--- config.mk ---
export PLATFORM = sky130hd
export DESIGN_NAME = rps_tree_arbiter_flat
export DESIGN_NICKNAME = d
export VERILOG_FILES = /design/src/rtl/rps_tree_arbiter_if.sv /design/src/rtl/rps_tree_arbiter.sv /design/src/flat_wrapper.sv
export SDC_FILE = /design/constraint.sdc
export NUM_CORES = 1
export LEC_CHECK = 0
export CAP_MARGIN = 20
export CORE_AREA = 2 2 75 77
export CTS_CLUSTER_SIZE = 20
export DETAILED_ROUTE_END_ITERATION = 6
export DIE_AREA = 0 0 77 79
export GPL_TIMING_DRIVEN = 0
export SETUP_SLACK_MARGIN = 0.5
export SYNTH_ARGS = -nofsm -noshare
export SYNTH_HDL_FRONTEND = slang
export SYNTH_SLANG_ARGS = --single-unit
export TNS_END_PERCENT = 10
--- constraint.sdc ---
create_clock -name clock -period 6.5 [get_ports clock]
set_clock_uncertainty 0.1 [all_clocks]
set_input_delay 1.95 -clock clock [delete_from_list [all_inputs] [get_ports clock]]
set_output_delay 1.95 -clock clock [all_outputs]
set_load 0.03 [all_outputs]
--- src/rtl/rps_tree_arbiter_if.sv ---
// Handshake bundle between requesting masters and the rotating-priority arbiter.
interface rps_tree_arbiter_if #(
  parameter int unsigned NUM_REQ = 8
);
  localparam int unsigned IDW = $clog2(NUM_REQ);

  logic [NUM_REQ-1:0] req;
  logic               en;
  logic               lock;
  logic [NUM_REQ-1:0] gnt;
  logic [IDW-1:0]     gnt_id;
  logic               valid;
  logic               req_up;
  logic [IDW-1:0]     count;

  modport master (
    output req, en, lock,
    input  gnt, gnt_id, valid, req_up, count
  );

  modport slave (
    input  req, en, lock,
    output gnt, gnt_id, valid, req_up, count
  );
endinterface

--- src/rtl/rps_tree_arbiter.sv ---
// N-way rotating-priority arbiter with grant lock; one-cycle registered grant,
// pointer either free-running (MODE 0) or moving past the last winner (MODE 1).
module rps_tree_arbiter #(
  parameter int unsigned NUM_REQ = 8,
  parameter int unsigned MODE    = 0
) (
  input  logic                clock,
  input  logic                reset,
  rps_tree_arbiter_if.slave   bus
);
  localparam int unsigned IDW = $clog2(NUM_REQ);

  logic [NUM_REQ-1:0] gnt_q, gnt_d;
  logic [IDW-1:0]     gnt_id_q, gnt_id_d;
  logic [IDW-1:0]     ptr_q, ptr_d;
  logic               valid_q, valid_d;

  logic [NUM_REQ-1:0] rot_c;
  logic [IDW-1:0]     off_c;
  logic [IDW-1:0]     win_c;
  logic               any_c;
  logic               hold_c;

  // Rotate requests so the pointer line sits at bit 0, then take the lowest set bit.
  always_comb begin
    rot_c = '0;
    off_c = '0;
    for (int i = 0; i < int'(NUM_REQ); i++) begin
      rot_c[i] = bus.req[IDW'(ptr_q + IDW'(i))];
    end
    for (int i = int'(NUM_REQ) - 1; i >= 0; i--) begin
      if (rot_c[i]) off_c = IDW'(i);
    end
    win_c  = IDW'(ptr_q + off_c);
    any_c  = |bus.req;
    hold_c = valid_q & bus.lock & bus.req[gnt_id_q];
  end

  // Next-state: disable beats hold, hold beats fresh arbitration.
  always_comb begin
    gnt_d    = gnt_q;
    gnt_id_d = gnt_id_q;
    valid_d  = valid_q;
    ptr_d    = ptr_q;
    if (!bus.en) begin
      gnt_d    = '0;
      gnt_id_d = '0;
      valid_d  = 1'b0;
      if (MODE == 0) ptr_d = IDW'(ptr_q + IDW'(1));
    end else if (hold_c) begin
      ptr_d = ptr_q;
    end else if (any_c) begin
      gnt_d    = NUM_REQ'(1) << win_c;
      gnt_id_d = win_c;
      valid_d  = 1'b1;
      ptr_d    = (MODE == 0) ? IDW'(ptr_q + IDW'(1)) : IDW'(win_c + IDW'(1));
    end else begin
      gnt_d    = '0;
      gnt_id_d = '0;
      valid_d  = 1'b0;
      if (MODE == 0) ptr_d = IDW'(ptr_q + IDW'(1));
    end
  end

  always_ff @(posedge clock) begin
    if (reset) begin
      gnt_q    <= '0;
      gnt_id_q <= '0;
      valid_q  <= 1'b0;
      ptr_q    <= '0;
    end else begin
      gnt_q    <= gnt_d;
      gnt_id_q <= gnt_id_d;
      valid_q  <= valid_d;
      ptr_q    <= ptr_d;
    end
  end

  assign bus.gnt    = gnt_q;
  assign bus.gnt_id = gnt_id_q;
  assign bus.valid  = valid_q;
  assign bus.count  = ptr_q;
  assign bus.req_up = |bus.req;
endmodule

--- src/flat_wrapper.sv ---
// flat-port wrapper written by rule: the top's interface ports become plain ports
module rps_tree_arbiter_flat 
#(
  parameter int unsigned NUM_REQ = 8,
  parameter int unsigned MODE    = 0
)
  (clock, reset, bus_req, bus_en, bus_lock, bus_gnt, bus_gnt_id, bus_valid, bus_req_up, bus_count);
  rps_tree_arbiter_if #(.NUM_REQ(NUM_REQ)) bus_i ();
  input  logic clock;
  input  logic reset;
  input wire logic [$bits(bus_i.req)-1:0] bus_req;
  input wire logic [$bits(bus_i.en)-1:0] bus_en;
  input wire logic [$bits(bus_i.lock)-1:0] bus_lock;
  output wire logic [$bits(bus_i.gnt)-1:0] bus_gnt;
  output wire logic [$bits(bus_i.gnt_id)-1:0] bus_gnt_id;
  output wire logic [$bits(bus_i.valid)-1:0] bus_valid;
  output wire logic [$bits(bus_i.req_up)-1:0] bus_req_up;
  output wire logic [$bits(bus_i.count)-1:0] bus_count;
  assign bus_i.req = bus_req;
  assign bus_i.en = bus_en;
  assign bus_i.lock = bus_lock;
  assign bus_gnt = bus_i.gnt;
  assign bus_gnt_id = bus_i.gnt_id;
  assign bus_valid = bus_i.valid;
  assign bus_req_up = bus_i.req_up;
  assign bus_count = bus_i.count;
  rps_tree_arbiter #(.NUM_REQ(NUM_REQ), .MODE(MODE)) u_core (.clock(clock), .reset(reset), .bus(bus_i));
endmodule
==> impl_metrics.toml, run 1 <==
# physical design summary
[run_status]
outcome = "finished, final reports clean"

[logic_synthesis]
synth-edff-count = 0
synth_nets = 165
synth.yosys.seq_area_share_pct = 20.9
async_flop_share_pct = 0
synth_cell_type_count = 40
ys.flops = 15
mux_share_pct = 30.9
avgSynthCellArea_um2 = 9.64
top_cell = "nand3_1"
ys_area_um2 = 1440
area_leaders = "dfxtp_1, mux4_2, nand3_1"
syn-cell-area_um2 = 1440

[global_route]
grt-ovfl-total = 0
grtUsageMet3_pct = 1.93
gr-usage-met1_pct = 15.5
grt_pass1_wl_um = 5780
grtUsageTotal_pct = 11.7
gr-max-usage-layer = "met2"

[power_and_ir_drop]
p_switching_mw = 0.180
power.group.top = "combinational cells"
p_int_mw = 0.256
ir_drop_uv = 119
fin_total_pwr_mw = 0.436
pg_clk_mw = 0.0774
pwr-share-seq_pct = 25.0

[cells_and_area]
buf_share_pct = 17.6
nNetsFinal = 197
drive_above_1_share_pct = 17.8
inv_count = 5
fin_area_um2 = 1840
logic_area_um2 = 1060
dominant_cells = "combinational gates"
comb-cell-share_pct = 57.7
antenna_cells = 0
largest_reg_flops = 8
logic_gate_count = 121
mostFrequentLayoutCell = "clkdlybuf4s50_1"
n_sequential_cell = 15
fin_util_pct = 34.5
clock_area_share_pct = 2.45

[route]
top_layer_used = "met4"
ant_nets = 0
vias = 1288
viasPerCell = 5.11
met1_length_um = 1630
met2WireLength_um = 1640
routed_wl_um = 3480

[clock_tree]
cts_hold_buf = 0
path_clk_slew_ns = 0.06
numCtsBuffers = 3
clkLatencyLatePin_ns = 0.25
cts_tree = "built"
clockRootBuffer = "clkbuf_8"
clock-sinks = 15
cts_buffer_depth = 2

[min_path]
whs_path_depth = 2

[sta]
fin_tns_setup_ns = 0
tightest_slew_ns = 0.812
fin_crit_sh_pct = 88.3
finalHoldViolCount = 0
max_freq_mhz = 174
slew-limit-headroom_pct = 45.4
holdWs_ns = 0.374
drv_slew = 0

[setup_path]
path_depth = 4
path_buffers = 2
start_kind = "input port"
arrival_ns = 3.69
cp-startpoint = "bus_req[2]"
regToRegSetupSlack_ns = 2.30
r2r-end = "u_core.bus.gnt[4]"
critPathRequiredTime_ns = 4.45
cp_top_family = "buffers and inverters"
crit_chain = "clkdlybuf4s50_1, nor4_1, nand2_1, clkdlybuf4s50_1"
crit_fanout = 7

[placed_design]
dp_cells = 248

[job]
warning_count = 27

[die]
io_pins = 28
die_w_um = 77
taps = 72
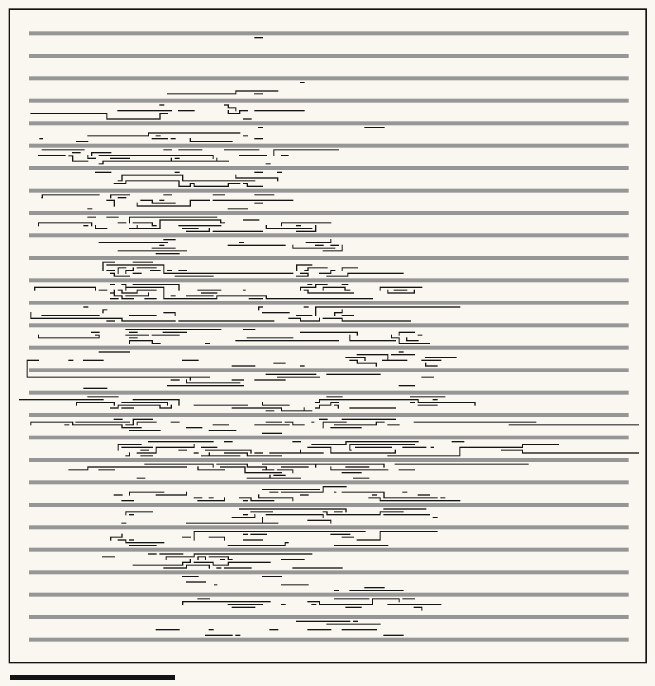
*Met1 routing, run 1*
Scale bar: 20 um. Supply wires on this layer in gray.
nets with wire on the layer: 175
share of all routed wire: 47%
wire length on this layer: 1630 um
longest straight run: 22.1 um

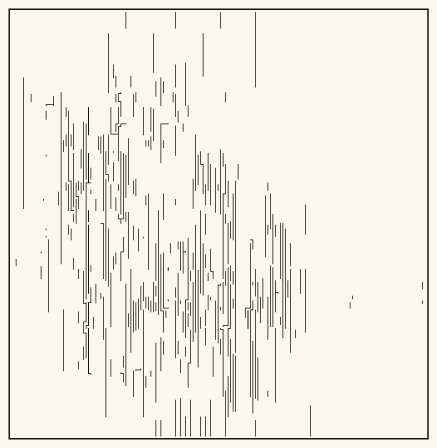
*M2 wires, run 1*
wire length on this layer: 1640 um
share of all routed wire: 47%

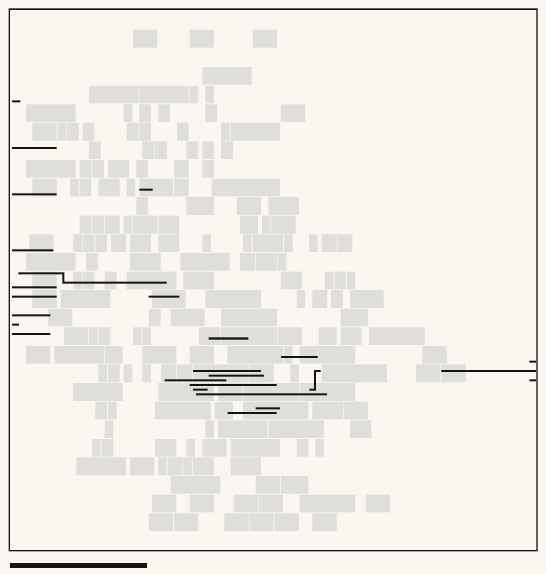
*M3 wires, run 1*
Scale bar: 20 um.
share of all routed wire: 4.9%
wire length on this layer: 170 um
nets with wire on the layer: 24

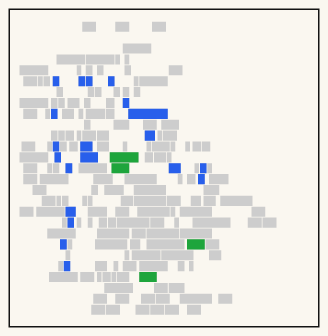
*Logic cells by family, run 1*
| color | family | cells |
|---|---|---|
| green | fa/ha/maj cells | 4 |
| blue | aoi and oai cells | 20 |

### The clock network, run 1

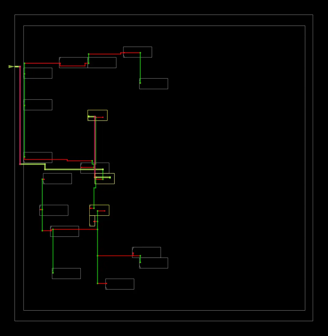

==> inputs of run 2 (changes only) <==
CORE_AREA = 2 2 54 107   (was 2 2 75 77)
DIE_AREA = 0 0 56 109   (was 0 0 77 79)
PLACE_DENSITY_LB_ADDON = 0.3   (was unset)
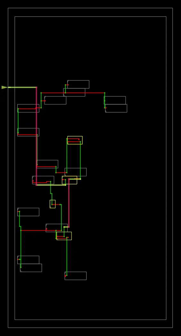
*The clock network, run 2*
cts bufs inserted: 3
flop count: 15
# clock sinks: 15

==> run 2 against run 1 <==
Synthesized area unchanged. Sequential share of layout area grew 0.12 points. Setup slack worse by 0.044 ns. Die size grew 0.35%. Count of clock-buffer cells in the layout is 1 lower. Sequential cell count is the same. Final cell count decreased by 4.8%. Sequential power is essentially flat. Critical path depth unchanged. Critical endpoint unchanged. Highest routed layer unchanged.
==> impl_metrics.toml, run 2 <==
# physical design summary
[logic_synthesis]
ys_cells = 149
area_leaders = "dfxtp_1, mux4_2, nand3_1"
avgSynthCellArea_um2 = 9.64
topCombFamilyByArea = "multiplexers"
yosys.area_share.simple_pct = 22.8
ys_area_um2 = 1440
synth_cell_type_count = 40
ys_sh_adder_pct = 4.01
async_flop_share_pct = 0
ys_sh_xor_pct = 4.27
ys_warn_count = 0
aoi_share_pct = 12.0
synth-edff-count = 0
syn_inst = 149
mux_share_pct = 30.9
synth_nets = 165
top_cell = "nand3_1"
synth.yosys.seq_area_share_pct = 20.9
top_area_share_pct = 20.9
ys.flops = 15
syn-cell-area_um2 = 1440
yosysTopAreaCell = "dfxtp_1"

[global_route]
grt-ovfl-total = 0
gr-usage-met1_pct = 16.2
grtUsageMet3_pct = 1.78
antenna_found_initial = 0
grt_pass1_wl_um = 6250
gr-max-usage-layer = "met2"
grt_use_met2_pct = 21.7
grtUsageTotal_pct = 12.9

[route]
met2WireLength_um = 1820
viasPerCell = 5.45
met1_length_um = 1620
firstDrtPassIters = 4
routed_wl_um = 3650
top_layer_used = "met4"
wl_met3_um = 151
vias = 1309
drt_iter0_drc = 38
ant_nets = 0
drt-wirelength-per-cell_um = 15.2

[clock_tree]
cts_hold_buf = 0
cts.htree.levels = 1
path_clk_slew_ns = 0.07
cts_resized = 0
clockRootBuffer = "clkbuf_8"
post_cts_buffers = 0
clkLatencyLatePin_ns = 0.25
cts_tree = "built"
cts_buffer_depth = 2

[cells_and_area]
regArea_um2 = 300
logic_area_um2 = 1060
antenna_cells = 0
nNetsFinal = 197
logic_gate_count = 121
fin_util_pct = 34.3
buf_share_pct = 17.7
inv_count = 5
dominant_cells = "combinational gates"
fin_area_um2 = 1830
syn2layout_area_growth_pct = 27.3
num-fill-cells = 569
mostFrequentLayoutCell = "clkdlybuf4s50_1"
comb-cell-share_pct = 58.2
sh_seq_area_pct = 16.4
drive_above_1_share_pct = 18.3
nClkBuffers = 3
largest_reg_flops = 8
fin_cells = 240
clock_area_share_pct = 2.53

[sta]
fin_ws_ns = 0.714
rsz0062_at_grt = "false"
period_needed_ns = 5.79
fin_tns_setup_ns = 0
fin_crit_sh_pct = 89.0
holdWs_ns = 0.376
max_freq_mhz = 173
slew-limit-headroom_pct = 43.1
drv_slew = 0
finalHoldViolCount = 0
tightest_slew_ns = 0.847
setup_viol = 0

[setup_path]
endpoint_kind = "output port"
cpMostUsedCell = "clkdlybuf4s50_1"
timing.rr.start = "u_core.bus.count[0]"
path_buffers = 2
cp_top_family = "buffers and inverters"
max_stage_delay_ns = 0.63
arrival_ns = 3.74
crit_fanout = 7
crit_chain = "clkdlybuf4s50_1, nor4_1, nand2_1, clkdlybuf4s50_1"
critPathRequiredTime_ns = 4.45
crit_slowest_cell = "clkdlybuf4s50_1"
r2r-end = "u_core.bus.gnt[4]"
worstSetupEndpoint = "bus_req_up"
regToRegSetupSlack_ns = 2.28
start_kind = "input port"
cp-startpoint = "bus_req[6]"
path_depth = 4
rr_worst_depth = 17

[run_status]
outcome = "finished, final reports clean"

[power_and_ir_drop]
p_switching_mw = 0.184
p_clk_share_pct = 18.1
ir_drop_uv = 125
power_frac_comb_pct = 57.0
pwr-share-seq_pct = 24.9
power.group.top = "combinational cells"
pg_clk_mw = 0.0794
netSwitchingFraction_pct = 42.0
p_leak_nw = 0.646
fin_total_pwr_mw = 0.439
p_int_mw = 0.255
p_comb_mw = 0.250

[job]
warning_count = 27
maxCapViolations = 0

[die]
rows = 38
taps = 60
dieArea_um2 = 6100
die_h_um = 109
core-area_um2 = 5330
die_w_um = 56
io_pins = 28

[placed_design]
dp_cells = 236
io_buffers = 27
place.detailed.hpwl_um = 2810
placed_cell_area_um2 = 1780

[min_path]
hp-class = "flip-flop to flip-flop"
worstHoldStart = "u_core.bus.gnt[4]"
whs_path_depth = 2
min_to = "u_core.bus.gnt[4]"
### M3 wires, run 2

Scale bar: 20 um.
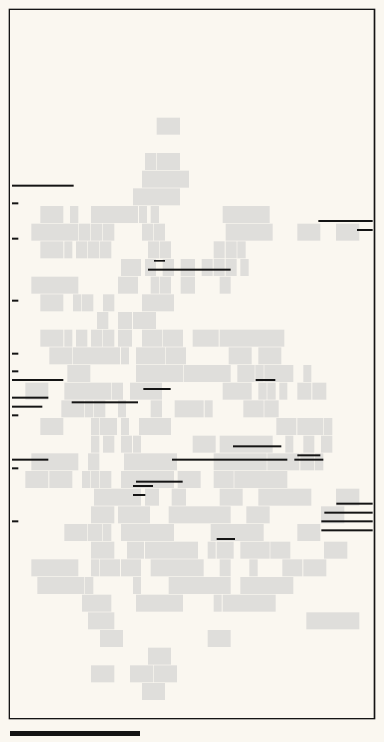

==> inputs of run 3 (changes only) <==
CAP_MARGIN = unset   (was 20)
CELL_PAD_IN_SITES_DETAIL_PLACEMENT = 1   (was unset)
CELL_PAD_IN_SITES_GLOBAL_PLACEMENT = 2   (was unset)
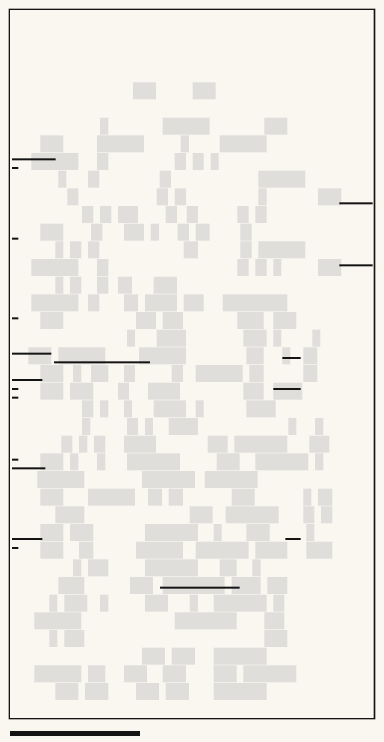
*M3 wires, run 3*
Scale bar: 20 um.
longest straight run: 14.5 um
share of all routed wire: 1.8%
nets with wire on the layer: 16
wire length on this layer: 75.2 um
main direction: horizontal

==> run 3 against run 2 <==
Fmax down 0.19%. Sequential cell count unchanged. Count of clock-buffer cells in the layout did not move. Sequential share of layout area unchanged. Combinational power grew 3%. Synthesized cell count did not move. Register-to-register slack worse by 0.07 ns. Global-route usage is 1.4 points higher. Sequential power is essentially flat. Critical path type unchanged.
==> impl_metrics.toml, run 3 <==
# physical design summary
[power_and_ir_drop]
power_frac_comb_pct = 57.6
power.group.top = "combinational cells"
pg_seq_mw = 0.109
pwr-share-seq_pct = 24.5
ir_drop_uv = 118
p_leak_nw = 0.646
netSwitchingFraction_pct = 42.9
p_comb_mw = 0.257
p_clk_share_pct = 17.9
fin_total_pwr_mw = 0.446
p_switching_mw = 0.192
p_int_mw = 0.255

[run_status]
outcome = "finished, final reports clean"

[cells_and_area]
antenna_cells = 0
nClkBuffers = 3
drive_above_1_share_pct = 18.3
logic_gate_count = 121
num-fill-cells = 631
fin_area_um2 = 1830
syn2layout_area_growth_pct = 27.3
mostFrequentLayoutCell = "clkdlybuf4s50_1"
fin_cells = 240
nNetsFinal = 197
dominant_cells = "combinational gates"
n_sequential_cell = 15
logic_area_um2 = 1060
buf_share_pct = 17.7
regArea_um2 = 300
comb-cell-share_pct = 58.2
sh_seq_area_pct = 16.4
inv_count = 5
clock_area_share_pct = 2.53
fin_util_pct = 34.3
largest_reg_flops = 8

[global_route]
grt-ovfl-total = 0
grtUsageTotal_pct = 14.3
grt_use_met2_pct = 25.3
antenna_found_initial = 0
grt_pass1_wl_um = 6970
gr-usage-met1_pct = 17.6
grtUsageMet3_pct = 1.42
gr-max-usage-layer = "met2"

[setup_path]
crit_chain = "clkdlybuf4s50_1, nor4_1, nand2_1, clkdlybuf4s50_1"
rr_worst_depth = 17
critPathRequiredTime_ns = 4.45
arrival_ns = 3.75
cp-startpoint = "bus_req[6]"
endpoint_kind = "output port"
start_kind = "input port"
r2r-end = "u_core.bus.gnt[4]"
path_depth = 4
crit_slowest_cell = "clkdlybuf4s50_1"
crit_fanout = 7
worstSetupEndpoint = "bus_req_up"
max_stage_delay_ns = 0.63
regToRegSetupSlack_ns = 2.21
cpMostUsedCell = "clkdlybuf4s50_1"
cp_top_family = "buffers and inverters"
timing.rr.start = "u_core.bus.count[0]"

[sta]
tightest_slew_ns = 0.950
rsz0062_at_grt = "false"
fin_ws_ns = 0.703
setup_viol = 0
drv_slew = 0
period_needed_ns = 5.80
fin_tns_setup_ns = 0
fin_crit_sh_pct = 89.2
slew-limit-headroom_pct = 36.2
finalHoldViolCount = 0
max_freq_mhz = 173
holdWs_ns = 0.372

[die]
rows = 38
core-area_um2 = 5330
dieArea_um2 = 6100
taps = 60
io_pins = 28
die_h_um = 109
die_w_um = 56

[logic_synthesis]
ys_warn_count = 0
synth_cell_type_count = 40
ys_sh_adder_pct = 4.01
top_cell = "nand3_1"
synth_nets = 165
aoi_share_pct = 12.0
topCombFamilyByArea = "multiplexers"
synth.yosys.seq_area_share_pct = 20.9
avgSynthCellArea_um2 = 9.64
async_flop_share_pct = 0
syn-cell-area_um2 = 1440
ys.flops = 15
ys_area_um2 = 1440
ys_cells = 149
area_leaders = "dfxtp_1, mux4_2, nand3_1"
syn_inst = 149
top_area_share_pct = 20.9
yosys.area_share.simple_pct = 22.8
yosysTopAreaCell = "dfxtp_1"

[clock_tree]
clock-sinks = 15
cts_buffer_depth = 2
cts_resized = 0
post_cts_buffers = 0
numCtsBuffers = 3
cts_hold_buf = 0
clkLatencyLatePin_ns = 0.25
path_clk_slew_ns = 0.07
clockRootBuffer = "clkbuf_8"
cts_tree = "built"

[placed_design]
io_buffers = 27
place.detailed.hpwl_um = 3160
placed_cell_area_um2 = 1780
dp_cells = 236

[route]
drt-wirelength-per-cell_um = 17.3
met1_length_um = 1870
wl_met3_um = 75
routed_wl_um = 4150
firstDrtPassIters = 4
met2WireLength_um = 2140
top_layer_used = "met4"
viasPerCell = 5.52
vias = 1325
drt_iter0_drc = 16
ant_nets = 0

[min_path]
min_to = "u_core.bus.gnt[2]"
whs_path_depth = 2
hp-class = "flip-flop to flip-flop"
worstHoldStart = "u_core.bus.gnt[2]"

[job]
maxCapViolations = 0
warning_count = 27
Power is estimated from default activity; no workload was simulated.
